===== config.mk =====
export PLATFORM = sky130hd
export DESIGN_NAME = johnson_decoder_flat
export DESIGN_NICKNAME = d
export VERILOG_FILES = /design/src/rtl/johnson_decoder_if.sv /design/src/rtl/johnson_decoder.sv /design/src/flat_wrapper.sv
export SDC_FILE = /design/constraint.sdc
export NUM_CORES = 1
export LEC_CHECK = 0
export ABC_AREA = 1
export CORE_UTILIZATION = 36
export CTS_BUF_LIST = sky130_fd_sc_hd__clkbuf_2 sky130_fd_sc_hd__clkbuf_4 sky130_fd_sc_hd__clkbuf_8
export DETAILED_ROUTE_END_ITERATION = 10
export DONT_BUFFER_PORTS = 1
export PLACE_DENSITY_LB_ADDON = 0.2
export SLEW_MARGIN = 20
export SYNTH_ARGS = -nofsm -noshare
export SYNTH_HDL_FRONTEND = slang
export SYNTH_SLANG_ARGS = --single-unit

===== constraint.sdc =====
create_clock -name clk -period 4.3 [get_ports clk]
set_input_delay 1.29 -clock clk [delete_from_list [all_inputs] [get_ports clk]]
set_output_delay 1.29 -clock clk [all_outputs]
set_load 0.05 [all_outputs]

===== src/rtl/johnson_decoder_if.sv =====
// Johnson decoder bus: sampled code plus error-clear in, decoded phase and status out.
interface johnson_decoder_if #(
  parameter int unsigned WIDTH = 4,
  parameter int unsigned ERRW  = 8
);
  localparam int unsigned IDXW = $clog2(2 * WIDTH);

  logic                 in_valid;
  logic [WIDTH-1:0]     in_code;
  logic                 clr_err;
  logic                 out_valid;
  logic [IDXW-1:0]      out_index;
  logic [2*WIDTH-1:0]   out_onehot;
  logic                 code_err;
  logic                 step_err;
  logic                 locked;
  logic [ERRW-1:0]      err_count;

  modport master (
    output in_valid, in_code, clr_err,
    input  out_valid, out_index, out_onehot, code_err, step_err, locked, err_count
  );

  modport slave (
    input  in_valid, in_code, clr_err,
    output out_valid, out_index, out_onehot, code_err, step_err, locked, err_count
  );
endinterface


===== src/rtl/johnson_decoder.sv =====
// Johnson code receiver: decodes a WIDTH-bit Johnson code to a phase index and
// one-hot vector, flags illegal codes and discontinuous steps, and tracks lock.
// Optional error counter enabled by defining JOHNSON_DEC_ERRCNT_EN.
module johnson_decoder #(
  parameter int unsigned WIDTH    = 4,
  parameter int unsigned LOCK_CNT = 3,
  parameter int unsigned ERRW     = 8
) (
  input logic              clk,
  input logic              rst,
  johnson_decoder_if.slave bus
);
  localparam int unsigned NST  = 2 * WIDTH;
  localparam int unsigned IDXW = $clog2(NST);
  localparam int unsigned DW   = IDXW + 1;
  localparam int unsigned ACQW = 4;

  typedef enum logic [1:0] {ST_UNLOCKED, ST_ACQUIRE, ST_LOCKED} state_t;

  state_t            state_q;
  logic [IDXW-1:0]   prev_q;
  logic [ACQW-1:0]   acq_q;
  logic              out_valid_q;
  logic [IDXW-1:0]   index_q;
  logic [NST-1:0]    onehot_q;
  logic              code_err_q;
  logic              step_err_q;
  logic              locked_q;

  logic              msb;
  logic              code_ok;
  int unsigned       pop;
  logic [IDXW-1:0]   idx_d;
  logic [NST-1:0]    onehot_d;
  logic [DW-1:0]     delta;
  logic              code_err_d;
  logic              step_err_d;
  logic              err_evt;

  // Decode the current sample: legality, phase index, one-hot and step distance
  always_comb begin
    msb     = bus.in_code[WIDTH-1];
    code_ok = 1'b1;
    pop     = 0;
    for (int unsigned i = 0; i < WIDTH; i++) begin
      if (bus.in_code[i]) pop = pop + 1;
    end
    // MSB=0 must be ones packed at the LSB end; MSB=1 ones packed at the MSB end
    for (int unsigned i = 0; i + 1 < WIDTH; i++) begin
      if (msb ? (bus.in_code[i] && !bus.in_code[i+1])
              : (!bus.in_code[i] && bus.in_code[i+1])) code_ok = 1'b0;
    end
    idx_d           = msb ? IDXW'(NST - pop) : IDXW'(pop);
    onehot_d        = '0;
    onehot_d[idx_d] = 1'b1;
    if (idx_d >= prev_q) delta = {1'b0, idx_d} - {1'b0, prev_q};
    else                 delta = {1'b0, idx_d} + DW'(NST) - {1'b0, prev_q};
    code_err_d = bus.in_valid && !code_ok;
    step_err_d = bus.in_valid && code_ok && (state_q == ST_LOCKED) && (delta > DW'(1));
    err_evt    = code_err_d || step_err_d;
  end

  // Lock FSM with registered decoded outputs
  always_ff @(posedge clk or posedge rst) begin
    if (rst) begin
      state_q     <= ST_UNLOCKED;
      prev_q      <= '0;
      acq_q       <= '0;
      out_valid_q <= 1'b0;
      index_q     <= '0;
      onehot_q    <= '0;
      code_err_q  <= 1'b0;
      step_err_q  <= 1'b0;
      locked_q    <= 1'b0;
    end else begin
      out_valid_q <= bus.in_valid;
      code_err_q  <= code_err_d;
      step_err_q  <= step_err_d;
      if (bus.in_valid) begin
        if (!code_ok) begin
          onehot_q <= '0;
          state_q  <= ST_UNLOCKED;
          acq_q    <= '0;
          locked_q <= 1'b0;
        end else begin
          index_q  <= idx_d;
          onehot_q <= onehot_d;
          prev_q   <= idx_d;
          case (state_q)
            ST_UNLOCKED: begin
              state_q  <= ST_ACQUIRE;
              acq_q    <= '0;
              locked_q <= 1'b0;
            end
            ST_ACQUIRE: begin
              if (delta == DW'(1)) begin
                if (acq_q + ACQW'(1) >= ACQW'(LOCK_CNT)) begin
                  acq_q    <= ACQW'(LOCK_CNT);
                  state_q  <= ST_LOCKED;
                  locked_q <= 1'b1;
                end else begin
                  acq_q <= acq_q + ACQW'(1);
                end
              end else if (delta != '0) begin
                acq_q <= '0;
              end
            end
            ST_LOCKED: begin
              if (delta > DW'(1)) begin
                state_q  <= ST_ACQUIRE;
                acq_q    <= '0;
                locked_q <= 1'b0;
              end
            end
            default: begin
              state_q  <= ST_UNLOCKED;
              acq_q    <= '0;
              locked_q <= 1'b0;
            end
          endcase
        end
      end
    end
  end

  assign bus.out_valid  = out_valid_q;
  assign bus.out_index  = index_q;
  assign bus.out_onehot = onehot_q;
  assign bus.code_err   = code_err_q;
  assign bus.step_err   = step_err_q;
  assign bus.locked     = locked_q;

`ifdef JOHNSON_DEC_ERRCNT_EN
  logic [ERRW-1:0] err_q;

  // Saturating error counter; a clear in the same cycle as an error leaves 1
  always_ff @(posedge clk or posedge rst) begin
    if (rst) begin
      err_q <= '0;
    end else if (bus.clr_err) begin
      err_q <= ERRW'(err_evt);
    end else if (err_evt && (err_q != '1)) begin
      err_q <= err_q + ERRW'(1);
    end
  end

  assign bus.err_count = err_q;
`else
  logic unused_errcnt;
  assign unused_errcnt = bus.clr_err ^ err_evt;
  assign bus.err_count = '0;
`endif
endmodule

===== src/flat_wrapper.sv =====
// flat-port wrapper written by rule: the top's interface ports become plain ports
module johnson_decoder_flat 
#(
  parameter int unsigned WIDTH    = 4,
  parameter int unsigned LOCK_CNT = 3,
  parameter int unsigned ERRW     = 8
)
  (clk, rst, bus_in_valid, bus_in_code, bus_clr_err, bus_out_valid, bus_out_index, bus_out_onehot, bus_code_err, bus_step_err, bus_locked, bus_err_count);
  johnson_decoder_if #(.WIDTH(WIDTH), .ERRW(ERRW)) bus_i ();
  input logic clk;
  input logic rst;
  input wire logic [$bits(bus_i.in_valid)-1:0] bus_in_valid;
  input wire logic [$bits(bus_i.in_code)-1:0] bus_in_code;
  input wire logic [$bits(bus_i.clr_err)-1:0] bus_clr_err;
  output wire logic [$bits(bus_i.out_valid)-1:0] bus_out_valid;
  output wire logic [$bits(bus_i.out_index)-1:0] bus_out_index;
  output wire logic [$bits(bus_i.out_onehot)-1:0] bus_out_onehot;
  output wire logic [$bits(bus_i.code_err)-1:0] bus_code_err;
  output wire logic [$bits(bus_i.step_err)-1:0] bus_step_err;
  output wire logic [$bits(bus_i.locked)-1:0] bus_locked;
  output wire logic [$bits(bus_i.err_count)-1:0] bus_err_count;
  assign bus_i.in_valid = bus_in_valid;
  assign bus_i.in_code = bus_in_code;
  assign bus_i.clr_err = bus_clr_err;
  assign bus_out_valid = bus_i.out_valid;
  assign bus_out_index = bus_i.out_index;
  assign bus_out_onehot = bus_i.out_onehot;
  assign bus_code_err = bus_i.code_err;
  assign bus_step_err = bus_i.step_err;
  assign bus_locked = bus_i.locked;
  assign bus_err_count = bus_i.err_count;
  johnson_decoder #(.WIDTH(WIDTH), .LOCK_CNT(LOCK_CNT), .ERRW(ERRW)) u_core (.clk(clk), .rst(rst), .bus(bus_i));
endmodule

Nets reached from selected ports:
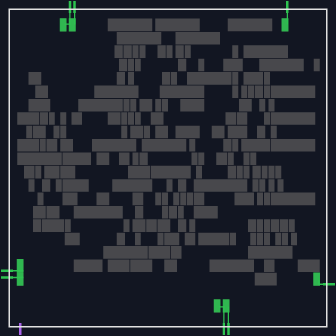
Key: green = `bus_err_count` [bits 8, direction output, edge 3 top, 2 bottom, 2 left, 1 right, end cells 8, buffers 0, wire 23.3 um]; purple = `bus_clr_err` [bits 1, direction input, edge bottom, end cells 0, buffers 0]
Buffers on Ports: 0
Ports: 31

Sizing map:
The bar under the picture is 20 um long.
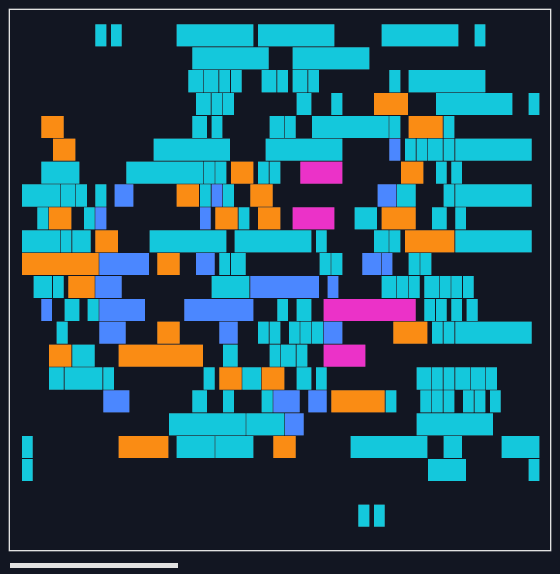
Key: orange = _3 and _4 cells [cells 26, share 13%]; cyan = _0 and _1 cells [cells 146, share 73%]; blue = _2 cells [cells 23, share 12%]; magenta = _6 and larger [cells 4, share 2.0%]
nonclk buf count: 15
post-route cell area: 0.00171 sq mm
Syn-to-layout area delta: 22.5%
Worst Setup Slack, final: 170 ps

Where the registers sit:
The bar under the picture is 20 um long. Other sequential cells in the stronger gray, the rest of the logic in the fainter gray.
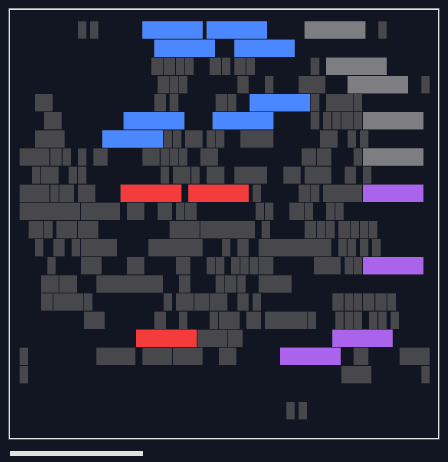
Key: red = `u_core.prev_q` [sequential cells 3]; purple = `u_core.acq_q` [sequential cells 4]; blue = `u_core.bus.out_onehot` [sequential cells 8, where top center]
Reg area: 500 sq um
flop share of the area: 29.3%
final core occ: 46.3%
sequential power: 0.000286 W

==> out/metrics.cfg <==
[pwr]
powerComb_w = 0.000298
seq_power_share_pct = 37.0
p_comb_share_pct = 38.6
p_per_area_mw_per_mm2 = 452
top_power_group = combinational logic
power.switching_w = 0.000322
power.total_w = 0.000772

[run]
drv_cap = 0

[cells_and_area]
num-clock-buffers = 3
comb_area_share_pct = 50.3
inv_count = 27
dominant_cells = logic gates
clkCellAreaFrac_pct = 4.18
comb_area_sq_um = 858
flop-count = 20

[critical_path]
end_kind = flip-flop
reg2reg_depth = 11
path_common_cell = nand2_1
crit_end = u_core.bus.locked
r2r_slack_ps = 1700
crit_buf_inv = 4
slowest_delay_ps = 270
crit_chain = clkinvlp_4 > ha_4 > or2_0 > and2_4 > inv_1 > ha_1 > o21ai_2 > ha_2 > buf_4 > o21ai_4 > xor2_4 > buf_4 > ha_1 > or2_1 > nand2_2 > nand2_2 > nand3_4 > nor2_4 > nor2_4 > nand2_1 > nand2_1 > nand2_1
crit_fanout = 6
cp.required_ps = 4450
cp.depth = 22
r2r-end = u_core.bus.locked
cpLargestDelayFamily = simple AND/OR/NAND/NOR gates

[clock_tree]
clock_latency_ps = 260
root_buffer = clkbuf_8
postCtsSetupBuffers = 0
cts_tree = yes
ctsResizeCount = 0
cts_made_buffers = 3
cts.sinks = 20

[routing]
wl_met3_um = 60
via_count = 1124
top_layer_used = met3
wl_met2_um = 1650
drt_iter0_markers = 33
drc = 0
wl_met1_um = 1100

[synthesis]
async_flop_share_pct = 100
ys_warn_count = 0
synth_seq_share_pct = 35.9
yosysUniqueCellTypes = 27
numSynthFlops = 20
ys_sh_xor_pct = 2.33
yosys_cells = 182
topCombFamilyByArea = simple AND/OR/NAND/NOR gates
adder_share_pct = 13.6
synthMostInstantiatedCell = nand2_1
synthSimpleGateAreaFrac_pct = 27.7
yosys-top-cells-area = dfrtp_1, nand2_1, ha_1, inv_1, buf_4
compound_area_share_pct = 8.17
synthCells = 182
syn_area_per_cell_sq_um = 7.66

[final_timing]
post-route-min-period_ps = 4130
skew_ps = 2.19
holdWs_ps = 509
hold_viol = 0
finalSetupViolCount = 0
slew_viol_final = 0
tightest_slew_ps = 775

[worst_hold_path]
hold_class = reg2reg

[die]
dieArea_sq_mm = 0.00412
row_count = 22
core_area_sq_mm = 0.00369

[global_route]
grt_util_met2_pct = 28.7
grtUsageTotal_pct = 14.1
grt_pass1_wl_um = 4550
gr-usage-met1_pct = 14.4
grt_pass1_vias = 1136
antenna_found_initial = 0
grt_start_max_net_pins = 21

[place]
dp_hpwl_um = 2180
pre_cts_ws_ps = -222

[status]
outcome = finished clean

Power figures rest on the tool's default switching activity, not on a simulated workload.
